==> run_1/metal_stack.png <==
Scale: 2 px per um.
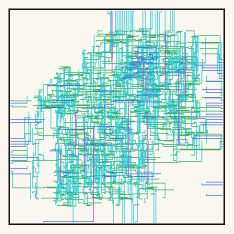
==> run_1/final_clocks.png <==
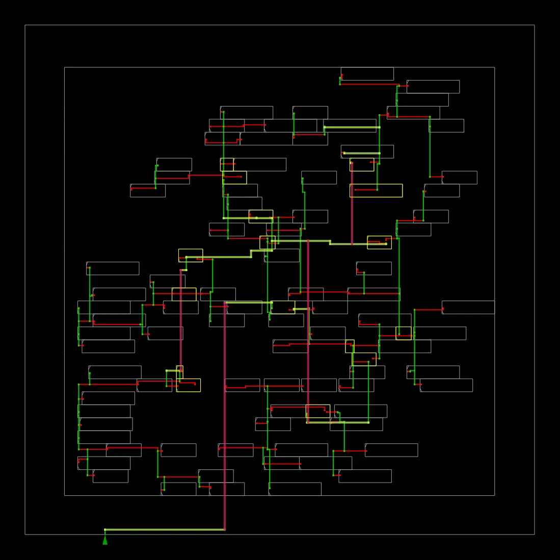
==> run_1/cell_classes.png <==
Scale: 2 px per um.
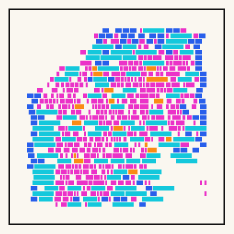
## config.mk

```make
export PLATFORM = sky130hd
export DESIGN_NAME = sweep_acq_controller
export DESIGN_NICKNAME = d
export VERILOG_FILES = /design/src/rtl/sweep_acq_controller.sv
export SDC_FILE = /design/constraint.sdc
export NUM_CORES = 1
export LEC_CHECK = 0
export CORE_MARGIN = 8
export CORE_UTILIZATION = 57
export CTS_CLUSTER_SIZE = 40
export DETAILED_ROUTE_END_ITERATION = 12
export PLACE_DENSITY = 0.94
export SYNTH_ARGS = -nofsm -noshare
export SYNTH_HDL_FRONTEND = slang
export SYNTH_SLANG_ARGS = --single-unit
```

## constraint.sdc

```tcl
create_clock -name Clk -period 7.1 [get_ports Clk]
set_input_delay 0.71 -clock Clk [delete_from_list [all_inputs] [get_ports Clk]]
set_output_delay 0.71 -clock Clk [all_outputs]
set_load 0.01 [all_outputs]
```

## src/rtl/sweep_acq_controller.sv

```systemverilog
// -----------------------------------------------------------------------------
// sweep_acq_controller
//
// Sequencer for the DAC sweep acquisition mode. It steps a DAC code from
// StartDac to EndDac (inclusive) in DacStep increments. For every point it:
//   1. writes a two-word header (HEADER_TAG, then the DAC code) into the
//      USB FIFO path,
//   2. pulses the MICROROC slow-control load and waits for the chip to
//      report that the configuration has been shifted in,
//   3. runs a normal acquisition until MaxPackageNumber package words arrive,
//   4. idles SETTLE_CYCLES cycles before moving on.
// Once the last point is done, SweepAcqDone is held until SweepStart falls.
// Dropping SweepStart during a sweep aborts it and returns to IDLE.
//
// Optional feature (macro SWEEP_ACQ_TIMEOUT_EN):
//   An acquisition that does not collect its packages within TIMEOUT_CYCLES
//   is closed. The word 16'hDEAD is written to the FIFO path and the
//   sequence continues with the settle phase.
//
// Ports:
//   Clk, Reset                       clock, synchronous active-high reset
//   SweepStart                       rise starts a sweep, low aborts/releases
//   StartDac, EndDac, DacStep        sweep range, latched at start
//   MaxPackageNumber                 packages per point, latched at start
//   MicrorocConfigDone               pulse: slow-control shift finished
//   ParallelData_en                  pulse per acquired package word
//   UsbFifoFull                      stalls header writes
//   SweepAcq10BitDac                 current DAC code
//   SweepAcqMicrorocSCParameterLoad  one-cycle slow-control load pulse
//   SweepAcqMicrorocAcqStartStop     acquisition enable level
//   SweepAcqData, SweepAcqData_en    header word and its write strobe
//   SweepTestUsbStartStop            USB readout enable (high outside IDLE)
//   SweepAcqDone                     sweep finished
// -----------------------------------------------------------------------------
module sweep_acq_controller #(
   parameter int          DAC_WIDTH     = 10,
   parameter int          SETTLE_CYCLES = 16,
   parameter logic [15:0] HEADER_TAG    = 16'h5A5A
`ifdef SWEEP_ACQ_TIMEOUT_EN
   , parameter logic [31:0] TIMEOUT_CYCLES = 32'd40_000_000
`endif
) (
   input  logic                 Clk,
   input  logic                 Reset,
   input  logic                 SweepStart,
   input  logic [DAC_WIDTH-1:0] StartDac,
   input  logic [DAC_WIDTH-1:0] EndDac,
   input  logic [DAC_WIDTH-1:0] DacStep,
   input  logic [15:0]          MaxPackageNumber,
   input  logic                 MicrorocConfigDone,
   input  logic                 ParallelData_en,
   input  logic                 UsbFifoFull,
   output logic [DAC_WIDTH-1:0] SweepAcq10BitDac,
   output logic                 SweepAcqMicrorocSCParameterLoad,
   output logic                 SweepAcqMicrorocAcqStartStop,
   output logic [15:0]          SweepAcqData,
   output logic                 SweepAcqData_en,
   output logic                 SweepTestUsbStartStop,
   output logic                 SweepAcqDone
);

   typedef enum logic [3:0] {
      IDLE,
      HDR0,
      HDR1,
      LOAD,
      WAIT_SC,
      ACQ,
      SETTLE,
      NEXT,
      DONE,
      TMO
   } state_t;

   localparam logic [15:0]          SETTLE_LAST = 16'(SETTLE_CYCLES - 1);
   localparam logic [DAC_WIDTH-1:0] STEP_ONE    = {{(DAC_WIDTH-1){1'b0}}, 1'b1};
`ifdef SWEEP_ACQ_TIMEOUT_EN
   localparam logic [15:0]          TIMEOUT_TAG = 16'hDEAD;
`endif

   state_t               state;
   state_t               next_state;
   logic                 start_q;
   logic [DAC_WIDTH-1:0] dac;
   logic [DAC_WIDTH-1:0] end_dac;
   logic [DAC_WIDTH-1:0] step;
   logic [15:0]          max_pkg;
   logic [15:0]          pkg_cnt;
   logic [15:0]          settle_cnt;
`ifdef SWEEP_ACQ_TIMEOUT_EN
   logic [31:0]          timeout_cnt;
`endif

   logic                 start_rise;
   logic                 abort;
   logic                 pkg_hit;
   logic                 settle_hit;
   logic [DAC_WIDTH:0]   dac_sum;
   logic [15:0]          dac_word;

   assign start_rise = SweepStart & ~start_q;
   // DONE is excluded: there a low SweepStart is the normal release.
   assign abort      = ~SweepStart && (state != IDLE) && (state != DONE);
   // The pulse that completes the count closes the acquisition this cycle.
   assign pkg_hit    = ParallelData_en && ((pkg_cnt + 16'd1) == max_pkg);
   assign settle_hit = (settle_cnt == SETTLE_LAST);
   // One extra bit so a step past the top code is seen instead of wrapping.
   assign dac_sum    = {1'b0, dac} + {1'b0, step};
   assign dac_word   = {{(16-DAC_WIDTH){1'b0}}, dac};

   always_comb begin
      next_state                      = state;
      SweepAcqData                    = 16'h0000;
      SweepAcqData_en                 = 1'b0;
      SweepAcqMicrorocSCParameterLoad = 1'b0;
      SweepAcqMicrorocAcqStartStop    = 1'b0;
      SweepTestUsbStartStop           = 1'b0;
      SweepAcqDone                    = 1'b0;
      case (state)
         IDLE: begin
            if (start_rise) next_state = HDR0;
         end
         // Writes are gated by SweepStart so an aborting cycle emits nothing.
         HDR0: begin
            SweepTestUsbStartStop = 1'b1;
            if (!UsbFifoFull && SweepStart) begin
               SweepAcqData    = HEADER_TAG;
               SweepAcqData_en = 1'b1;
               next_state      = HDR1;
            end
         end
         HDR1: begin
            SweepTestUsbStartStop = 1'b1;
            if (!UsbFifoFull && SweepStart) begin
               SweepAcqData    = dac_word;
               SweepAcqData_en = 1'b1;
               next_state      = LOAD;
            end
         end
         LOAD: begin
            SweepTestUsbStartStop           = 1'b1;
            SweepAcqMicrorocSCParameterLoad = SweepStart;
            next_state                      = WAIT_SC;
         end
         WAIT_SC: begin
            SweepTestUsbStartStop = 1'b1;
            if (MicrorocConfigDone) next_state = (max_pkg == 16'd0) ? SETTLE : ACQ;
         end
         ACQ: begin
            SweepTestUsbStartStop        = 1'b1;
            SweepAcqMicrorocAcqStartStop = 1'b1;
            if (pkg_hit) next_state = SETTLE;
`ifdef SWEEP_ACQ_TIMEOUT_EN
            else if (timeout_cnt == (TIMEOUT_CYCLES - 32'd1)) next_state = TMO;
`endif
         end
`ifdef SWEEP_ACQ_TIMEOUT_EN
         TMO: begin
            SweepTestUsbStartStop = 1'b1;
            if (!UsbFifoFull && SweepStart) begin
               SweepAcqData    = TIMEOUT_TAG;
               SweepAcqData_en = 1'b1;
               next_state      = SETTLE;
            end
         end
`endif
         SETTLE: begin
            SweepTestUsbStartStop = 1'b1;
            if (settle_hit) next_state = NEXT;
         end
         NEXT: begin
            SweepTestUsbStartStop = 1'b1;
            if (dac_sum[DAC_WIDTH] || (dac_sum[DAC_WIDTH-1:0] > end_dac)) next_state = DONE;
            else next_state = HDR0;
         end
         // USB readout stays enabled so the FIFO can drain.
         DONE: begin
            SweepTestUsbStartStop = 1'b1;
            SweepAcqDone          = 1'b1;
            if (!SweepStart) next_state = IDLE;
         end
         default: next_state = IDLE;
      endcase
      if (abort) next_state = IDLE;
   end

   always_ff @(posedge Clk) begin
      if (Reset) begin
         state      <= IDLE;
         start_q    <= 1'b0;
         dac        <= '0;
         pkg_cnt    <= 16'd0;
         settle_cnt <= 16'd0;
      end else begin
         state   <= next_state;
         start_q <= SweepStart;

         if (state == IDLE && start_rise) dac <= StartDac;
         else if (next_state == IDLE) dac <= '0;
         else if (state == NEXT && next_state == HDR0) dac <= dac_sum[DAC_WIDTH-1:0];

         // Counters restart from zero whenever their state is entered.
         if (state != ACQ) pkg_cnt <= 16'd0;
         else if (ParallelData_en) pkg_cnt <= pkg_cnt + 16'd1;

         if (state != SETTLE) settle_cnt <= 16'd0;
         else settle_cnt <= settle_cnt + 16'd1;
      end
   end

`ifdef SWEEP_ACQ_TIMEOUT_EN
   always_ff @(posedge Clk) begin
      if (Reset || state != ACQ) timeout_cnt <= 32'd0;
      else timeout_cnt <= timeout_cnt + 32'd1;
   end
`endif

   // Sweep configuration is captured once per start and only read afterwards.
   always_ff @(posedge Clk) begin
      if (state == IDLE && start_rise) begin
         end_dac <= EndDac;
         step    <= (DacStep == '0) ? STEP_ONE : DacStep;
         max_pkg <= MaxPackageNumber;
      end
   end

   assign SweepAcq10BitDac = dac;

endmodule

```

==> out/qor.csv, run 1 <==
stage,metric,value,unit
final_timing,Total Neg Setup Slack,0,ps
setup_path,"CP delay by family, top",AND-OR/OR-AND gates,
placed_design,Post-DP Area,0.00546,mm^2
synthesis,synthesized instance count,493,
finish,Fill cells,582,
synthesis,Cell variety after synth,61,
finish,Non-CTS buffers,80,
final_timing,final critical-path required period,4660,ps
global_routing,met3 Track Usage GR,0.0504,
finish,largest class,logic gates,
final_timing,fin. max-slew vios,0,
synthesis,ys cells,493,
global_routing,grt ovf,0,
setup_path,critical-path maximum fanout,14,
final_timing,Max transition margin,0.481,
detailed_routing,uppermost layer routed,met4,
synthesis,synth top area cells,"edfxtp_1 23%, dfxtp_1 20%, xnor2_1 6.7%, ha_1 5.9%, xor2_1 5.0%",
synthesis,"Warnings, synthesis",0,
finish,most instantiated logic cell after routing,clkdlybuf4s50_1,
floorplanning,chip footprint,0.0114,mm^2
final_timing,FMAX,215,MHz
pwr,Comb. pwr,242,uW
pwr,Sw Share,0.282,
clock_network,CTS tree,done,
floorplanning,Die X,107,um
placed_design,dpl cells,645,
finish,#MultiIn Comb,357,
placed_design,I/O Buffers,79,
pwr,Top pwr grp,sequential cells,
synthesis,synthesized area per cell,9.53,um^2
finish,area of the multi-input gates,0.00243,mm^2
finish,Top cells excl fill/tap,"79 x clkdlybuf4s50_1, 53 x nor2_1, 47 x dfxtp_1, 36 x xnor2_1, 36 x edfxtp_1",
finish,flop count,83,
run,OpenROAD warnings,26,
final_timing,post-route clock period utilization,0.656,
pwr,clock group power,348,uW
synthesis,Synth Seq Share,0.430,
status,status,"finished, final reports clean",
synthesis,Post-synth top cells,"53 x nor2_1, 47 x dfxtp_1, 36 x edfxtp_1, 36 x xnor2_1, 33 x nand2_1",
setup_path,Buf/Inv on CP,1,
detailed_routing,met2 routed WL,5870,um
final_timing,final setup fails,0,
## Picture notes: metal_stack.png
Key: cyan = met2 [wire length 5870 um]; green = met1 [wire length 4560 um]; blue = met3 [wire length 765 um]; magenta = met4 [wire length 335 um]
GRT Overall Usage: 0.205
total number of vias: 3850
Post-Route WL: 11500 um
Wirelength per Cell: 17.4 um

## Picture notes: final_clocks.png
TritonCTS Sinks: 83
TritonCTS Buffers: 9

## Picture notes: cell_classes.png
Key: magenta = all other logic [cells 377]; orange = clock drivers and dummy loads [cells 16]; cyan = flip-flops [cells 83]; blue = other buffers and delay cells [cells 80]
core area: 0.00809 mm^2
finished layout cell area: 0.00566 mm^2
Finished Core Util: 0.700
Cell Rows: 33

-- run 1: logic make-up (layout without fill, tap and decap cells) --
group / count (synthesis) / count (layout) / synth area share
buffers and inverters: 55 / 116 / 0.0546
muxes: 3 / 3 / 0.00692
DFF: 83 / 83 / 0.430
adders and majority gates: 23 / 23 / 0.0628
AOI/OAI and AO/OA: 79 / 79 / 0.123
and+or+nand+nor: 186 / 186 / 0.204
xor gates and xnor gates: 63 / 63 / 0.117
other: 1 / 3 / 0.000798
-- run 1: path summary, 6_finish.rpt --
check | end | slack (ps) | startpoint | depth (start not counted)
min | settle_cnt[0] | 470 | settle_cnt[0] | 1
min reg2reg | settle_cnt[0] | 470 | settle_cnt[0] | 1
max | SweepAcq10BitDac[2] | 2440 | step[1] | 15
max reg2reg | SweepAcq10BitDac[2] | 2440 | step[1] | 15
==> run_1/density.png <==
Scale: 4 px per um. The die is cut into 11 by 11 equal tiles; black is low, pale yellow is high, 0 to 100% covered.
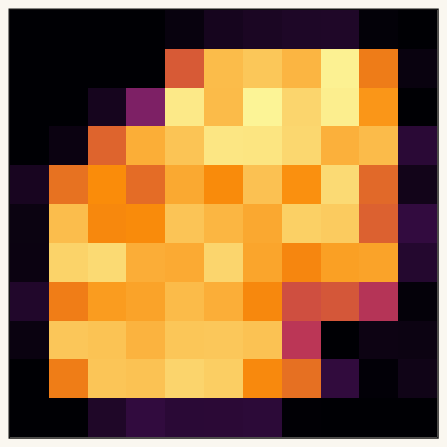

==> inputs of run 2 (changes only) <==
Settings changed: CORE_UTILIZATION 57 to 48, PLACE_DENSITY 0.94 to 0.86.
Clock period 7.1 ns to 4.2 ns, I/O delays scaled along.
==> run_2/density.png <==
Scale: 3 px per um. The die is cut into 11 by 11 equal tiles; black is low, pale yellow is high, 0 to 100% covered.
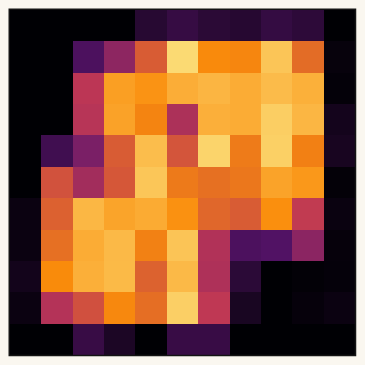
The densest ninth of the die: centre. 24% of the tiles are nearly empty. The fullest tile reaches 92%. The emptiest ninth of the die: south-east. 26% of the tiles are over 75% full. The mean over all tiles is 42%.
Initial Util: 0.487
Finished Core Util: 0.592
core area: 0.00964 mm^2

==> run_2/final_clocks.png <==
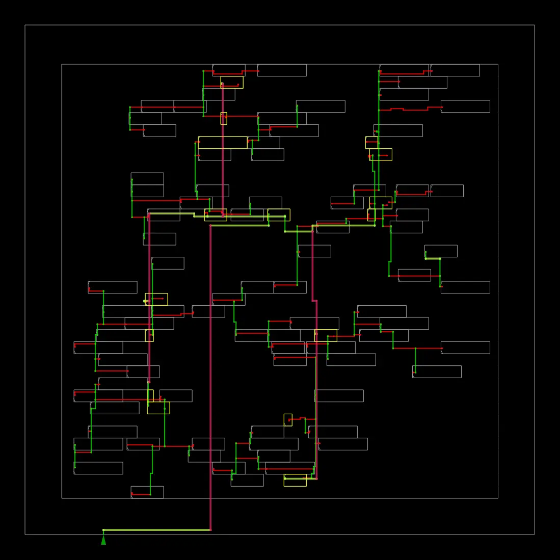
Latency at later pin: 360 ps
flop count: 83
Layout Skew: 10.3 ps

==> out/qor.csv, run 2 <==
stage,metric,value,unit
synthesis,Post-synth top cells,"53 x nor2_1, 47 x dfxtp_1, 36 x edfxtp_1, 36 x xnor2_1, 33 x nand2_1",
setup_path,reg2reg start,SweepAcq10BitDac[0],
clock_network,TritonCTS Sinks,83,
setup_path,r2r setup slk,310,ps
final_timing,FMAX,257,MHz
setup_path,CP startpoint,SweepAcq10BitDac[0],
placed_design,Post-DP Area,0.00550,mm^2
finish,area of the multi-input gates,0.00245,mm^2
detailed_routing,total number of vias,3726,
synthesis,synthesized area per cell,9.53,um^2
synthesis,Synth Seq Share,0.430,
finish,largest class,logic gates,
detailed_routing,Post-Route WL,11100,um
global_routing,met3 Track Usage GR,0.0399,
pwr,Sw Share,0.279,
final_timing,final setup fails,0,
finish,Top cells excl fill/tap,"79 x clkdlybuf4s50_1, 53 x nor2_1, 47 x dfxtp_1, 36 x xnor2_1, 36 x edfxtp_1",
pwr,clock group power,551,uW
synthesis,ys cells,493,
pwr,Comb. pwr,412,uW
final_timing,final critical-path required period,3890,ps
status,status,"finished, final reports clean",
finish,Non-CTS buffers,82,
synthesis,Main logic family,simple AND/OR/NAND/NOR gates,
pwr,Top pwr grp,sequential cells,
final_timing,post-route clock period utilization,0.925,
placed_design,I/O Buffers,79,
floorplanning,chip footprint,0.0132,mm^2
clock_network,CTS tree,done,
setup_path,Worst Reg-to-Reg Cells,15,
synthesis,synthesized-area fraction occupied by xor and xnor cells,0.117,
floorplanning,Die X,115,um
detailed_routing,met2 routed WL,5500,um
final_timing,Total Neg Setup Slack,0,ps
finish,most instantiated logic cell after routing,clkdlybuf4s50_1,
synthesis,yosys simple share,0.204,
floorplanning,Cell Rows,36,
min_path,Hold Path Stages,1,
min_path,Hold Path End,settle_cnt[0],
clock_network,TritonCTS Buffers,9,
synthesis,synth top area cells,"edfxtp_1 23%, dfxtp_1 20%, xnor2_1 6.7%, ha_1 5.9%, xor2_1 5.0%",
-- run 2: cell count changes in the layout (fill, tap and decap cells not counted) --
| cell | previous run | this run |
|---|---|---|
| clkinv_4 | 1 | 0 |
| a2111oi_0 | 3 | 1 |
| clkinv_2 | 1 | 3 |
| buf_4 | 1 | 3 |
| a2111oi_2 | 1 | 3 |
| clkbuf_8 | 10 | 9 |
| clkinv_1 | 0 | 1 |
| inv_6 | 1 | 0 |
-- run 2: critical path, stage by stage (launching register included) --
cell	delay, ps
dfxtp_1	360
ha_1	240
fa_1	440
a211o_1	320
a211oi_1	270
o21bai_1	120
a21oi_1	180
xnor2_1	190
ha_1	310
nand4_1	140
a211oi_1	80
a2111oi_2	400
o211a_1	260
inv_1	160
o21bai_1	210
a211oi_2	90
==> run_2/metal_stack.png <==
Scale: 2 px per um.
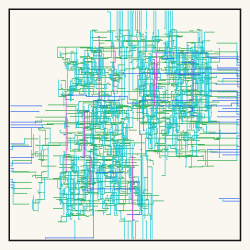

==> inputs of run 3 (changes only) <==
Settings changed: ABC_AREA set to 1, CORE_ASPECT_RATIO set to 1.75, CORE_UTILIZATION 48 to 49.
==> run_3/metal_stack.png <==
Scale: 2 px per um.
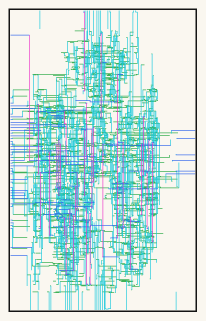
Key: magenta = met4 [wire length 1020 um]; cyan = met2 [wire length 7170 um]; blue = met3 [wire length 795 um]; green = met1 [wire length 4540 um]
Wirelength per Cell: 15.3 um
GRT Overall Usage: 0.200
total number of vias: 4742
Post-Route WL: 13500 um

==> run_3/final_clocks.png <==
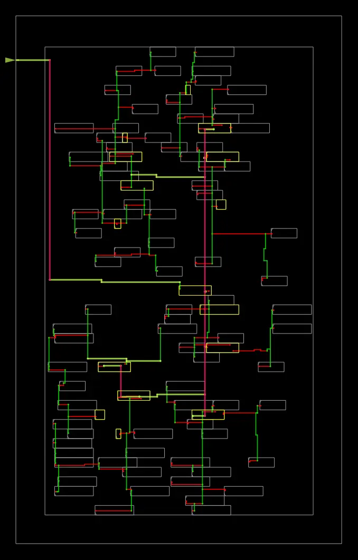
Latency at later pin: 330 ps
Layout Skew: 6.16 ps
clock group power: 771 uW
CLK BUF: 11

==> out/qor.csv, run 3 <==
stage,metric,value,unit
synthesis,synthesized-area fraction occupied by xor and xnor cells,0.0173,
synthesis,Synth mux share,0,
synthesis,Cell variety after synth,41,
setup_path,Buf/Inv on CP,3,
setup_path,critical-path maximum fanout,13,
setup_path,CP startpoint,step[3],
synthesis,synthesized area per cell,7.41,um^2
finish,flop count,83,
finish,Non-CTS buffers,83,
synthesis,Main logic family,simple AND/OR/NAND/NOR gates,
finish,area of the multi-input gates,0.00253,mm^2
synthesis,yosys simple share,0.339,
clock_network,TritonCTS Sinks,83,
global_routing,grt ovf,0,
clock_network,TritonCTS Buffers,9,
final_timing,FMAX,262,MHz
final_timing,final setup fails,0,
synthesis,Post-synth top cells,"153 x nand2_1, 99 x inv_1, 86 x nor2_1",
run,OpenROAD warnings,26,
placed_design,dpl cells,868,
finish,#MultiIn Comb,475,
synthesis,synthesized instance count,682,
setup_path,r2r setup slk,380,ps
synthesis,Adder Area Share,0.0585,
pwr,Comb. pwr,610,uW
global_routing,met3 Track Usage GR,0.0459,
final_timing,Max transition margin,0.445,
final_timing,fin. max-slew vios,0,
finish,largest class,logic gates,
synthesis,ys cells,682,
setup_path,"slowest stage delay, CP",390,ps
pwr,Top pwr grp,sequential cells,
final_timing,post-route clock period utilization,0.909,
finish,most instantiated logic cell after routing,nand2_1,
floorplanning,Die X,92.8,um
synthesis,"Warnings, synthesis",0,
setup_path,CP Depth,24,
setup_path,"Slowest-stage cell, CP",edfxtp_1,
synthesis,synth top area cells,"edfxtp_1 21%, dfxtp_1 19%, nand2_1 11%, inv_1 7.4%, nor2_1 6.4%",
setup_path,"CP delay by family, top",simple AND/OR/NAND/NOR gates,
status,status,"finished, final reports clean",
floorplanning,core area,0.0102,mm^2
finish,Top cells excl fill/tap,"153 x nand2_1, 99 x inv_1, 86 x nor2_1, 79 x clkdlybuf4s50_1, 47 x dfxtp_1",
setup_path,Worst Reg-to-Reg Cells,24,
floorplanning,chip footprint,0.0139,mm^2
synthesis,aoi share,0.0817,
clock_network,CTS tree,done,
final_timing,Total Neg Setup Slack,0,ps
detailed_routing,met2 routed WL,7170,um
finish,Finished Core Util,0.609,
## run 3: cell types whose count changed after synthesis, moves of 14 or more
| cell | previous run | this run |
|---|---|---|
| nor2_1 | 53 | 86 |
| nand3_1 | 17 | 46 |
| inv_1 | 20 | 99 |
| xor2_1 | 27 | 9 |
| o21ai_0 | 5 | 25 |
| nand2_1 | 33 | 153 |
| xnor2_1 | 36 | 1 |
| a21oi_1 | 18 | 32 |
## run 3: worst min path at each step
stage / from / endpoint / cells past startpoint
floorplan: settle_cnt[0] / settle_cnt[0] / 1
CTS: settle_cnt[15] / settle_cnt[15] / 2
global placement: settle_cnt[0] / settle_cnt[0] / 1
finish: settle_cnt[0] / settle_cnt[0] / 1
detailed placement: settle_cnt[0] / settle_cnt[0] / 1
global route: settle_cnt[15] / settle_cnt[15] / 2

## Gallery

Ports around the boundary.
(a)
Scale: 4 px per um. Pins as bars across the die edge, other pins in grey.
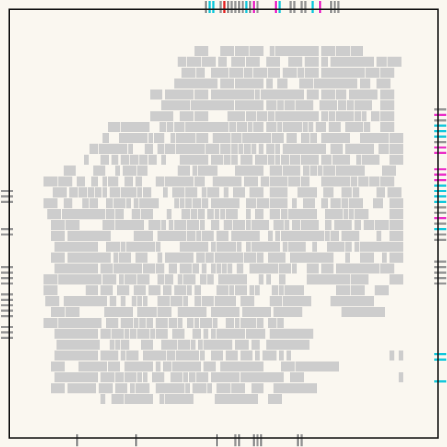
(b)
Scale: 3 px per um. Pins as bars across the die edge, other pins in grey.
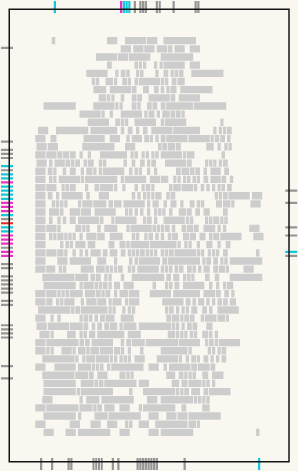
- largest die: (b)
- run 1 = (a)
- run 3 = (b)

Power figures rest on the tool's default switching activity, not on a simulated workload.
